[config.mk]
export PLATFORM = sky130hd
export DESIGN_NAME = uart_cmd_assembler
export DESIGN_NICKNAME = d
export VERILOG_FILES = /design/src/rtl/uart_cmd_assembler.sv
export SDC_FILE = /design/constraint.sdc
export NUM_CORES = 1
export LEC_CHECK = 0
export ABC_CLOCK_PERIOD_IN_PS = 2500
export CAP_MARGIN = 20
export CORE_UTILIZATION = 29
export DETAILED_ROUTE_END_ITERATION = 7
export SLEW_MARGIN = 20
export SYNTH_ARGS = -nofsm -noshare
export SYNTH_HDL_FRONTEND = slang
export SYNTH_SLANG_ARGS = --single-unit
[constraint.sdc]
create_clock -name clk -period 2.5 [get_ports clk]
set_input_delay 0.5 -clock clk [delete_from_list [all_inputs] [get_ports clk]]
set_output_delay 0.5 -clock clk [all_outputs]
set_load 0.05 [all_outputs]
[src/rtl/uart_cmd_assembler.sv]
// Packs CMD_BYTES received UART bytes (first byte in the MSBs) into one command word.
// Optional inter-byte timeout guarded by CMD_TIMEOUT_EN; cmd_err is tied 0 without it.
module uart_cmd_assembler #(
   parameter int CMD_BYTES      = 3,
   parameter int TIMEOUT_CYCLES = 500000
) (
   input  logic                   clk,
   input  logic                   rst_n,
   input  logic [7:0]             rx_data,
   input  logic                   rdy,
   output logic                   clr_rdy,
   output logic [8*CMD_BYTES-1:0] cmd,
   output logic                   cmd_rdy,
   input  logic                   clr_cmd_rdy,
   output logic                   cmd_err
);

   localparam int W  = 8 * CMD_BYTES;
   localparam int CW = $clog2(CMD_BYTES + 1);
   localparam logic [CW-1:0] LAST = CW'(CMD_BYTES - 1);

   if (CMD_BYTES < 2) begin : g_bad_bytes
      $error("CMD_BYTES must be at least 2");
   end
   if (TIMEOUT_CYCLES < 2) begin : g_bad_timeout
      $error("TIMEOUT_CYCLES must be at least 2");
   end

   typedef enum logic [1:0] {
      IDLE,
      ACCUM,
      HOLD
   } state_t;

   state_t        state, state_nxt;
   logic [CW-1:0] byte_cnt, byte_cnt_nxt;
   logic [W-1:0]  shift_reg, shift_nxt, cmd_nxt;
   logic          cmd_rdy_nxt;
   logic          take;
   logic          done;
   logic          tmo;

   // clr_rdy masks the cycle before the receiver drops rdy
   assign take = rdy & ~clr_rdy & (state != HOLD);
   assign done = take & (state == ACCUM) & (byte_cnt == LAST);

`ifdef CMD_TIMEOUT_EN
   localparam int TW = $clog2(TIMEOUT_CYCLES);
   localparam logic [TW-1:0] TLAST = TW'(TIMEOUT_CYCLES - 1);

   logic [TW-1:0] tcnt;

   assign tmo = (state == ACCUM) & ~take & (tcnt == TLAST);

   always_ff @(posedge clk or negedge rst_n) begin
      if (!rst_n) begin
         tcnt    <= '0;
         cmd_err <= 1'b0;
      end else begin
         cmd_err <= tmo;
         if (take || tmo || state != ACCUM) tcnt <= '0;
         else                               tcnt <= tcnt + TW'(1);
      end
   end
`else
   assign tmo     = 1'b0;
   assign cmd_err = 1'b0;
`endif

   always_comb begin
      state_nxt    = state;
      byte_cnt_nxt = byte_cnt;
      shift_nxt    = shift_reg;
      cmd_nxt      = cmd;
      cmd_rdy_nxt  = cmd_rdy;
      if (take) begin
         shift_nxt    = {shift_reg[W-9:0], rx_data};
         byte_cnt_nxt = byte_cnt + CW'(1);
      end
      unique case (state)
         IDLE: begin
            if (take) state_nxt = ACCUM;
         end
         ACCUM: begin
            if (tmo) begin
               state_nxt    = IDLE;
               byte_cnt_nxt = '0;
               shift_nxt    = '0;
            end else if (done) begin
               state_nxt    = HOLD;
               cmd_nxt      = {shift_reg[W-9:0], rx_data};
               cmd_rdy_nxt  = 1'b1;
               byte_cnt_nxt = '0;
            end
         end
         HOLD: begin
            if (clr_cmd_rdy) begin
               cmd_rdy_nxt = 1'b0;
               state_nxt   = IDLE;
            end
         end
         default: state_nxt = IDLE;
      endcase
   end

   always_ff @(posedge clk or negedge rst_n) begin
      if (!rst_n) begin
         state     <= IDLE;
         byte_cnt  <= '0;
         shift_reg <= '0;
         cmd       <= '0;
         cmd_rdy   <= 1'b0;
         clr_rdy   <= 1'b0;
      end else begin
         state     <= state_nxt;
         byte_cnt  <= byte_cnt_nxt;
         shift_reg <= shift_nxt;
         cmd       <= cmd_nxt;
         cmd_rdy   <= cmd_rdy_nxt;
         clr_rdy   <= take;
      end
   end

endmodule
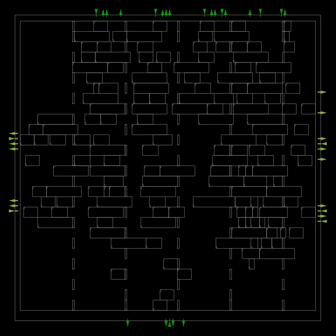
Fig. 1. Placed standard cells (run 1).
final core utilization: 0.3956
flop share of the area: 0.4915

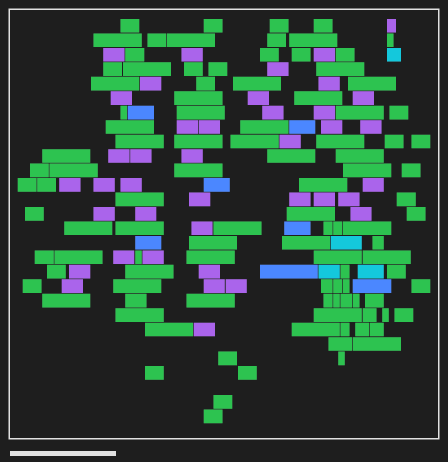
Fig. 2. Sizing map (run 1).
Bar = 20 um.
legend:
  blue:
    size: x6 and larger
    cells: 7
  cyan:
    size: x3 and x4
    cells: 4
  purple:
    size: x2
    cells: 40
  green:
    size: x1 and smaller
    cells: 104

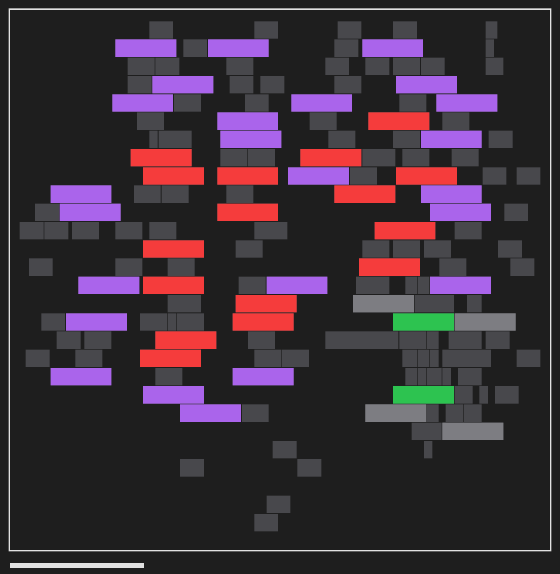
Fig. 3. Where the registers sit (run 1).
Bar = 20 um.
legend:
  purple:
    netlist_name: cmd
    placed_flops: 24
  green:
    netlist_name: byte_cnt
    placed_flops: 2
  red:
    netlist_name: shift_reg
    placed_flops: 16

==> results_slide.txt, run 1 <==
Key Metrics from the Run

Layout
  • P&R area growth vs syn: 31.09%
  • CLK BUF: 7
  • Logic share of the area: 0.2537
  • Register area: 1151 um2
  • Finished Cell Area: 2342 um2
  • Most frequent logic cell in the layout: dfrtp_1
  • Filler cells: 545
  • Multi-In Gates: 61
  • Clock network share of area: 0.04541
  • Antenna Cells: 0
  • Layout cells sized above 1: 0.3290
  • Layout Nets: 167
  • Logic area: 594.3 um2
  • Flop count: 46
  • Inverters: 1
  • Top class by area: registers
  • Finished Layout Cells: 230
  • Signal buf overhead: 0.1677
  • Non-CTS buffers: 39
  • Number of flip-flops in the largest register: 24
  • Top logic cells by instance count in the layout: dfrtp_1 (46), mux2_2 (39), clkdlybuf4s50_1 (36), clkbuf_8 (5)

Critical path
  • FF-to-FF path depth: 3
  • Critical path class: flip-flop to primary output
  • Setup crit end kind: primary output
  • Reg-to-reg startpoint: state[1]
  • Crit-path slowest cell: clkdlybuf4s50_1
  • Crit path to: clr_rdy
  • R2r setup slk: 880 ps
  • RR Endpoint: shift_reg[12]
  • Worst setup path startpoint: clr_rdy
  • Delay-heaviest family, CP: buffers and inverters
  • Critical Path Fanout Max: 3
  • Number of cells on the critical path: 1
  • Buffers & Inverters on Critical Path: 1
  • Data arrival time of the worst path: 1480 ps
  • Crit-path cells: clkdlybuf4s50_1
  • Max incr delay on CP: 810 ps
  • WP data required: 2000 ps
  • Startpoint Class: flip-flop

Synth
  • Synthesized area: 1787 um2
  • Async SR Flop Fraction: 1.000
  • Comb area leader: multiplexers
  • Top cells by area: dfrtp_1 (64%), mux2_2 (25%), buf_6 (1.3%), nor3_4 (0.91%), buf_4 (0.84%)
  • Synth flops: 46
  • Basic Gates by Area: 0.05182
  • Adder share: 0.007003
  • Dominant cell area share: 0.6443
  • Yosys stat area: 1787 um2
  • Count of library flops with an enable pin: 0
  • Synth Area in Compound Gates: 0.01961
  • Dominant synthesized flop cell: dfrtp_1
  • Post-Syn Nets: 125
  • Top cells by count: dfrtp_1 (46), mux2_2 (39)
  • Synth Area in XOR/XNOR: 0
  • Leading area contributor after synthesis: dfrtp_1
  • Synth Seq Share: 0.6443
  • Yosys warnings: 0
  • Yosys top cell by instances: dfrtp_1
  • Cell count in the Yosys report: 112
  • Mapped Cells: 112
  • Synthesized area per cell: 15.95 um2
  • Number of distinct library cells after synthesis: 23
  • Mux share: 0.2521

CTS
  • TritonCTS clock tree: yes
  • Post-CTS sizing: 0
  • # hold bufs at CTS: 0
  • Total clock buffers created by CTS: 5
  • Late-Pin Clk Latency: 290 ps
  • Bufs on Longest Clock Path: 2
  • Root Buffer Master: clkbuf_8
  • Clock net sink count: 46
  • CTS H-Tree Depth: 2
  • Post-CTS Setup Bufs: 0
  • Worst-path clk slew: 80 ps

Place
  • GPL Wtd Cong: 0.6155
  • DPL Wire Length: 2086 um
  • IO buf count: 37
  • Pre-CTS WS: 443.9 ps
  • Placed cell count: 222
  • Post-place instance area: 2236 um2

Final timing
  • Slew Limit Fails: 0
  • Final setup margin: 519.1 ps
  • Fmax: 0.5048 GHz
  • Final hold violations: 0
  • WHS: 286.2 ps
  • Slew Limit Headroom: 0.6145
  • Setup TNS Final: 0 ps
  • Tcrit/Tclk final: 0.7924
  • Tmin final: 1981 ps
  • Worst Max-Slew Pin Slew: 578.3 ps
  • Clock skew: 4.611 ps
  • Setup violators final: 0
  • Unrepaired setup endpoints after global routing: false

Status
  • Status: finished clean

Pwr
  • Combinational Power Share: 0.477
  • Clk. pwr: 531 uW
  • Total power: 3332 uW
  • Combinational power: 1590 uW
  • Flop pwr share: 0.364
  • PwrDens: 1423 nW/um2
  • Sw frac: 0.4092
  • Static power due to leakage: 0.0009705 uW
  • Clock share of power: 0.159
  • Leading power group: combinational cells
  • Seq pwr: 1210 uW
  • Int Power: 1969 uW
  • Switching pwr: 1363 uW
  • Peak VDD IR: 0.0006589 V

Routing
  • Number of DRC markers in iteration 0: 26
  • Via total after detailed routing: 1,022
  • Post-route met1 wirelength: 1345 um
  • Antenna viol nets, final: 0
  • # DRC: 0
  • Met2 Wirelength: 1503 um
  • Top Layer Used: met4
  • Vias per cell: 4.443
  • WL/cell: 13.18 um
  • DR pass1 iterations: 3
  • Drt total wl: 3032 um
  • Met3 Routed Length: 116 um

GRT
  • Grt met3 use: 0.02727
  • Busiest grt layer: met2
  • Antenna violations before repair: 0
  • Global Route Usage Sum: 0.1059
  • Vias in the first global route: 1,030
  • Global-route met1 utilization: 0.1297
  • GRT overflow: 0
  • Pin count of the biggest net entering global routing: 47
  • First-pass GRT wire length: 5078 um

Floorplanning
  • Fp util: 0.3018
  • Die height: 80.49 um
  • Chip Area: 6479 um2
  • Boundary pin count: 39
  • Row Count: 28
  • Die span in x: 80.49 um
  • N_taps: 75

Job
  • Max_cap viols: 0
  • OpenROAD warning count: 26

Hold path
  • Worst Hold Class: input port to asynchronous set/reset pin
==> run 2: changes to the inputs <==
Settings changed: ABC_CLOCK_PERIOD_IN_PS 2500 to 2000.
Clock period 2.5 ns to 2 ns, I/O delays scaled along.
==> results_slide.txt, run 2 <==
Key Metrics from the Run

Place
  • Placed cell count: 224 (+0.90%)
  • GPL Wtd Cong: 0.6204 (+0.80%)
  • Pre-CTS WS: 43.01 ps (-400.9 ps)
  • DPL Wire Length: 2247 um (+7.7%)
  • Post-place instance area: 2263 um2 (+1.2%)
  • IO buf count: 37 (unchanged)

CTS
  • Clock net sink count: 46 (unchanged)
  • Total clock buffers created by CTS: 5 (unchanged)
  • TritonCTS clock tree: yes
  • Root Buffer Master: clkbuf_8
  • Worst-path clk slew: 80 ps (about the same)
  • Post-CTS Setup Bufs: 0 (unchanged)
  • Bufs on Longest Clock Path: 2 (unchanged)
  • # hold bufs at CTS: 0 (unchanged)
  • CTS H-Tree Depth: 2 (unchanged)
  • Post-CTS sizing: 0 (unchanged)

Routing
  • Post-route met1 wirelength: 1335 um (-0.74%)
  • Number of DRC markers in iteration 0: 32 (+23%)
  • Top Layer Used: met4
  • Met3 Routed Length: 173 um (+49%)
  • # DRC: 0 (unchanged)
  • DR pass1 iterations: 5 (+2)
  • Vias per cell: 4.515 (+1.6%)
  • Antenna viol nets, final: 0 (unchanged)
  • Met2 Wirelength: 1603 um (+6.7%)

Layout
  • Flop share of the area: 0.4912 (about the same)
  • Register area: 1151 um2 (unchanged)
  • CLK BUF: 6 (-1)
  • Multi-In Gates: 61 (unchanged)
  • Clock network share of area: 0.03417 (-0.01124)
  • Top logic cells by instance count in the layout: dfrtp_1 (46), mux2_2 (39), clkdlybuf4s50_1 (36), clkbuf_8 (5)
  • Layout Nets: 169 (+1.2%)
  • Inverters: 1 (unchanged)
  • Most frequent logic cell in the layout: dfrtp_1
  • Logic area: 594.3 um2 (unchanged)
  • Layout cells sized above 1: 0.3397 (+0.01071)
  • Non-CTS buffers: 41 (+5.1%)
  • Top class by area: registers
  • Number of flip-flops in the largest register: 24 (unchanged)
  • Antenna Cells: 0 (unchanged)
  • P&R area growth vs syn: 31.16% (about the same)
  • Finished Cell Area: 2344 um2 (about the same)
  • Logic share of the area: 0.2536 (about the same)
  • Filler cells: 550 (+0.92%)
  • Signal buf overhead: 0.1794 (+0.01166)

Floorplanning
  • N_taps: 75 (unchanged)
  • Die span in x: 80.49 um (unchanged)
  • Chip Area: 6479 um2 (unchanged)
  • Boundary pin count: 39 (unchanged)
  • Die height: 80.49 um (unchanged)
  • Fp util: 0.3018 (unchanged)

Final timing
  • Worst Max-Slew Pin Slew: 521.8 ps (-56.52 ps)
  • Final setup margin: 112.1 ps (-407.0 ps)
  • Setup TNS Final: 0 ps (unchanged)
  • Slew Limit Fails: 0 (unchanged)
  • Unrepaired setup endpoints after global routing: false
  • Tmin final: 1888 ps
  • Slew Limit Headroom: 0.6521 (+0.03768)
  • Fmax: 0.5297 GHz
  • Tcrit/Tclk final: 0.9440
  • WHS: 65.63 ps (-220.5 ps)
  • Setup violators final: 0 (unchanged)
  • Final hold violations: 0 (unchanged)

Pwr
  • Combinational Power Share: 0.495 (+0.018)
  • Switching pwr: 1711 uW (+26%)
  • Total power: 4049 uW (+22%)
  • PwrDens: 1728 nW/um2 (+21%)
  • Peak VDD IR: 0.0007655 V (+16%)
  • Int Power: 2338 uW (+19%)
  • Sw frac: 0.4227 (+0.01351)
  • Leading power group: combinational cells
  • Seq pwr: 1520 uW (+26%)
  • Combinational power: 2010 uW (+26%)
  • Static power due to leakage: 0.0009691 uW (-0.14%)
  • Flop pwr share: 0.374 (+0.010)

Synth
  • Basic Gates by Area: 0.05182 (unchanged)
  • Top cells by area: dfrtp_1 (64%), mux2_2 (25%), buf_6 (1.3%), nor3_4 (0.91%), buf_4 (0.84%)
  • Adder share: 0.007003 (unchanged)
  • Async SR Flop Fraction: 1.000 (unchanged)
  • Yosys top cell by instances: dfrtp_1
  • Post-Syn Nets: 125 (unchanged)
  • Dominant synthesized flop cell: dfrtp_1
  • Yosys stat area: 1787 um2 (unchanged)
  • Number of distinct library cells after synthesis: 23 (unchanged)
  • Top cells by count: dfrtp_1 (46), mux2_2 (39)
  • Synth Area in XOR/XNOR: 0 (unchanged)
  • Yosys warnings: 0 (unchanged)
  • Count of library flops with an enable pin: 0 (unchanged)
  • Cell count in the Yosys report: 112 (unchanged)
  • Comb area leader: multiplexers
  • Synthesized area: 1787 um2 (unchanged)
  • Synth Area in Compound Gates: 0.01961 (unchanged)
  • Synthesized area per cell: 15.95 um2 (unchanged)
  • Synth flops: 46 (unchanged)
  • Mux share: 0.2521 (unchanged)
  • Mapped Cells: 112 (unchanged)
  • Dominant cell area share: 0.6443 (unchanged)
  • Synth Seq Share: 0.6443 (unchanged)

Critical path
  • Crit path to: clr_rdy
  • FF-to-FF path depth: 6 (+3)
  • Data arrival time of the worst path: 1490 ps (about the same)
  • WP data required: 1600 ps (-400 ps)
  • Worst setup path startpoint: clr_rdy
  • RR Endpoint: cmd[14]
  • Crit-path cells: clkdlybuf4s50_1
  • R2r setup slk: 420 ps (-460 ps)
  • Reg-to-reg startpoint: byte_cnt[0]
  • Crit-path slowest cell: clkdlybuf4s50_1
  • Critical path class: flip-flop to primary output
  • Max incr delay on CP: 810 ps (about the same)
  • Critical Path Fanout Max: 3 (unchanged)
  • Number of cells on the critical path: 1 (unchanged)
  • Delay-heaviest family, CP: buffers and inverters
  • Setup crit end kind: primary output
  • Buffers & Inverters on Critical Path: 1 (unchanged)
  • Startpoint Class: flip-flop

Job
  • Max_cap viols: 0 (unchanged)
  • OpenROAD warning count: 26 (unchanged)

GRT
  • Global-route met1 utilization: 0.1298 (about the same)
  • Vias in the first global route: 1,094 (+6.2%)
  • Grt met3 use: 0.04318 (+0.01591)
  • Antenna violations before repair: 0 (unchanged)
  • Pin count of the biggest net entering global routing: 29 (-38%)
  • GRT overflow: 0 (unchanged)
  • Busiest grt layer: met2
  • First-pass GRT wire length: 5340 um (+5.2%)

Hold path
  • Worst Hold Class: input port to asynchronous set/reset pin

Status
  • Status: finished clean
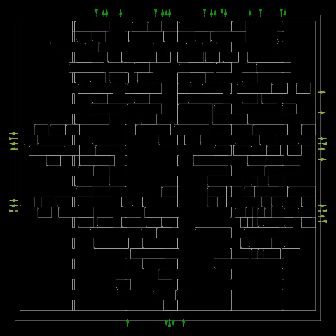
Fig. 4. Placed standard cells (run 2).
Finished Layout Cells: 231
flop count: 46
Row Count: 28
final core utilization: 0.3958

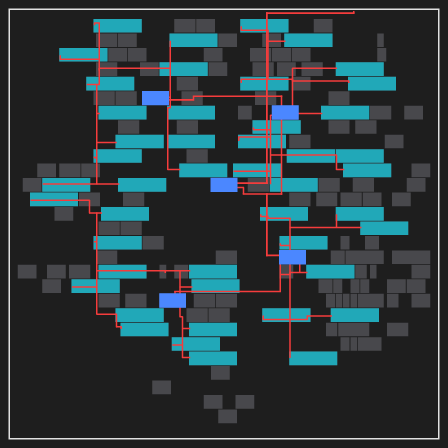
Fig. 5. Clock distribution (run 2).
legend:
  red:
    item: clock wires
    length: 539 um
  cyan:
    item: flip-flops
    count: 46
  blue:
    item: clock-net drivers
    count: 5
routed clock nets: 6
clock share of power: 0.130
Late-Pin Clk Latency: 300 ps
clock skew: 9.350 ps
Clk. pwr: 528 uW

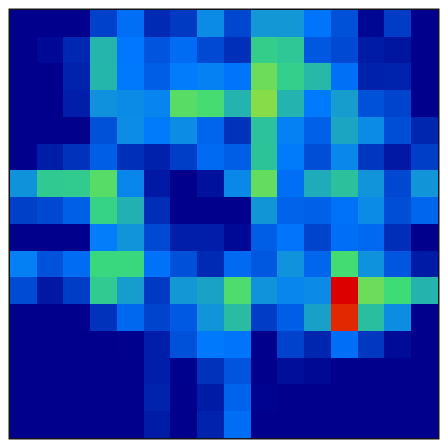
Fig. 6. Wiring heat map (run 2).
16 x 16 tiles, from dark blue (low) to red (high), scaled to the fullest tile. Values are wire area over tile area, all layers added.
mean over tiles: 0.078
nearly empty tiles: 30%
densest ninth of the die: north
emptiest ninth of the die: south-west
fullest tile: 0.45
tiles over half the peak: 4.7%
via total after detailed routing: 1,043
WL/cell: 13.76 um
drt total wl: 3179 um
Global Route Usage Sum: 0.1123

==> run 3: changes to the inputs <==
==> constraint.sdc (replaced) <==
create_clock -name clk -period 2 [get_ports clk]
set_input_delay 0.5 -clock clk [delete_from_list [all_inputs] [get_ports clk]]
set_output_delay 0.5 -clock clk [all_outputs]
set_load 0.05 [all_outputs]
==> results_slide.txt, run 3 <==
Key Metrics from the Run

Status
  • Status: finished clean

Synth
  • Yosys top cell by instances: dfrtp_1
  • Top cells by area: dfrtp_1 (64%), mux2_2 (25%), buf_6 (1.3%), nor3_4 (0.91%), buf_4 (0.84%)
  • Dominant cell area share: 0.6443 (unchanged)
  • Comb area leader: multiplexers
  • Synth Area in Compound Gates: 0.01961 (unchanged)
  • Number of distinct library cells after synthesis: 23 (unchanged)
  • Yosys warnings: 0 (unchanged)
  • Count of library flops with an enable pin: 0 (unchanged)
  • Synth flops: 46 (unchanged)
  • Synth Seq Share: 0.6443 (unchanged)
  • Mapped Cells: 112 (unchanged)
  • Mux share: 0.2521 (unchanged)
  • Synthesized area per cell: 15.95 um2 (unchanged)
  • Synth Area in XOR/XNOR: 0 (unchanged)
  • Adder share: 0.007003 (unchanged)
  • Post-Syn Nets: 125 (unchanged)
  • Top cells by count: dfrtp_1 (46), mux2_2 (39)
  • Yosys stat area: 1787 um2 (unchanged)
  • Synthesized area: 1787 um2 (unchanged)

Routing
  • Met2 Wirelength: 1669 um (+4.1%)
  • Vias per cell: 4.500 (-0.34%)
  • Met3 Routed Length: 167 um (-3.5%)
  • Antenna viol nets, final: 0 (unchanged)
  • Post-route met1 wirelength: 1275 um (-4.5%)
  • Drt total wl: 3148 um (-0.98%)
  • Number of DRC markers in iteration 0: 28 (-13%)
  • # DRC: 0 (unchanged)
  • DR pass1 iterations: 4 (-1)
  • WL/cell: 13.57 um (-1.4%)

Final timing
  • Final hold violations: 0 (unchanged)
  • Tmin final: 1941 ps (+53.09 ps)
  • Setup violators final: 0 (unchanged)
  • Slew Limit Fails: 0 (unchanged)
  • Setup TNS Final: 0 ps (unchanged)
  • Worst Max-Slew Pin Slew: 565.4 ps (+43.61 ps)
  • Fmax: 0.5152 GHz (-2.7%)

Layout
  • Number of flip-flops in the largest register: 24 (unchanged)
  • Most frequent logic cell in the layout: dfrtp_1
  • Inverters: 1 (unchanged)
  • Top logic cells by instance count in the layout: dfrtp_1 (46), mux2_2 (39), buf_4 (15), clkdlybuf4s50_1 (12), dlymetal6s2s_1 (10)
  • Top class by area: registers
  • Filler cells: 581 (+5.6%)
  • Clock network share of area: 0.03670 (+0.002532)
  • Logic area: 594.3 um2 (unchanged)
  • CLK BUF: 6 (unchanged)
  • Layout Nets: 169 (unchanged)
  • Signal buf overhead: 0.1798 (+0.0003960)
  • Flop count: 46 (unchanged)
  • Antenna Cells: 0 (unchanged)

Pwr
  • Leading power group: combinational cells
  • PwrDens: 1701 nW/um2 (-1.6%)
  • Total power: 4001 uW (-1.2%)
  • Static power due to leakage: 0.001105 uW (+14%)
  • Flop pwr share: 0.377 (+0.003)
  • Combinational Power Share: 0.486 (-0.009)
  • Clock share of power: 0.137 (+0.007)
  • Switching pwr: 1715 uW (+0.19%)

Critical path
  • Critical Path Fanout Max: 2 (-1)
  • Data arrival time of the worst path: 1440 ps (-50 ps)
  • Reg-to-reg startpoint: byte_cnt[0]
  • Max incr delay on CP: 800 ps (about the same)
  • Number of cells on the critical path: 1 (unchanged)
  • FF-to-FF path depth: 6 (unchanged)
  • Worst setup path startpoint: cmd[5]
  • Setup crit end kind: primary output
  • Crit-path cells: clkdlybuf4s50_1

CTS
  • Worst-path clk slew: 80 ps (about the same)
  • Post-CTS sizing: 0 (unchanged)
  • Bufs on Longest Clock Path: 2 (unchanged)
  • # hold bufs at CTS: 0 (unchanged)
  • CTS H-Tree Depth: 2 (unchanged)
  • Post-CTS Setup Bufs: 0 (unchanged)
  • TritonCTS clock tree: yes
  • Late-Pin Clk Latency: 290 ps (about the same)
  • Clock net sink count: 46 (unchanged)
  • Total clock buffers created by CTS: 5 (unchanged)

Floorplanning
  • Row Count: 28 (unchanged)
  • N_taps: 75 (unchanged)
  • Die span in x: 80.49 um (unchanged)
  • Die height: 80.49 um (unchanged)
  • Chip Area: 6479 um2 (unchanged)

GRT
  • Grt met3 use: 0.04205 (-0.001136)
  • Busiest grt layer: met2
  • Pin count of the biggest net entering global routing: 29 (unchanged)
  • Antenna violations before repair: 0 (unchanged)
  • GRT overflow: 0 (unchanged)
  • First-pass GRT wire length: 5209 um (-2.5%)

Place
  • IO buf count: 37 (unchanged)
  • GPL Wtd Cong: 0.6170 (-0.55%)
  • DPL Wire Length: 2151 um (-4.3%)

Job
  • OpenROAD warning count: 26 (unchanged)

Hold path
  • Worst Hold Class: input port to asynchronous set/reset pin
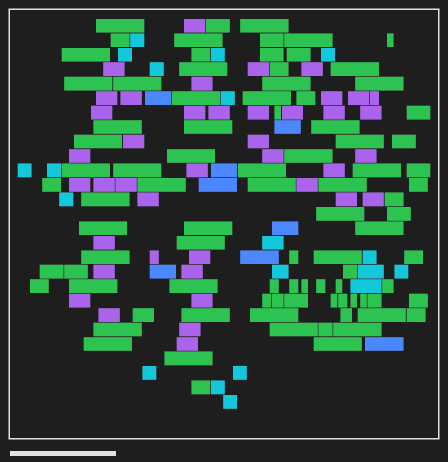
Fig. 7. Sizing map (run 3).
Bar = 20 um.
legend:
  blue:
    size: x6 and larger
    cells: 8
  green:
    size: x1 and smaller
    cells: 89
  purple:
    size: x2
    cells: 41
  cyan:
    size: x3 and x4
    cells: 19
final setup margin: 59.00 ps
P&R area growth vs syn: 31.65%
Finished Cell Area: 2352 um2
Non-CTS buffers: 41

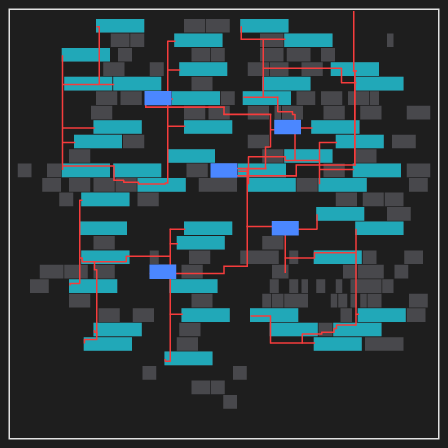
Fig. 8. Clock distribution (run 3).
legend:
  cyan:
    item: flip-flops
    count: 46
  blue:
    item: clock-net drivers
    count: 5
  red:
    item: clock wires
    length: 529 um
routed clock nets: 6

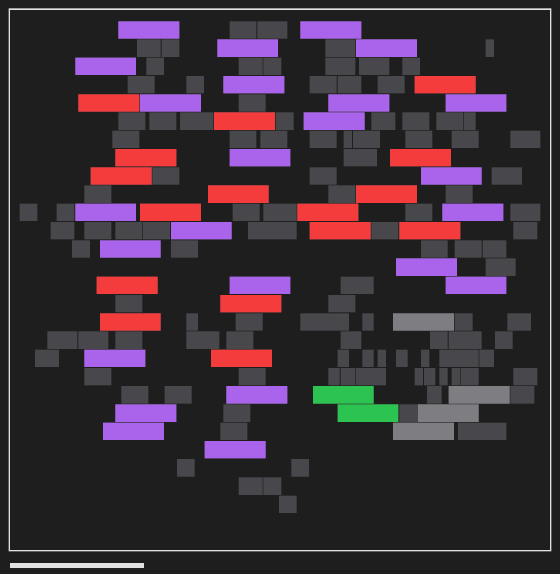
Fig. 9. Where the registers sit (run 3).
Bar = 20 um.
legend:
  red:
    netlist_name: shift_reg
    placed_flops: 16
  green:
    netlist_name: byte_cnt
    placed_flops: 2
  purple:
    netlist_name: cmd
    placed_flops: 24
    where: spread over the die
register area: 1151 um2
final core utilization: 0.3973
seq pwr: 1510 uW

Power figures rest on the tool's default switching activity, not on a simulated workload.
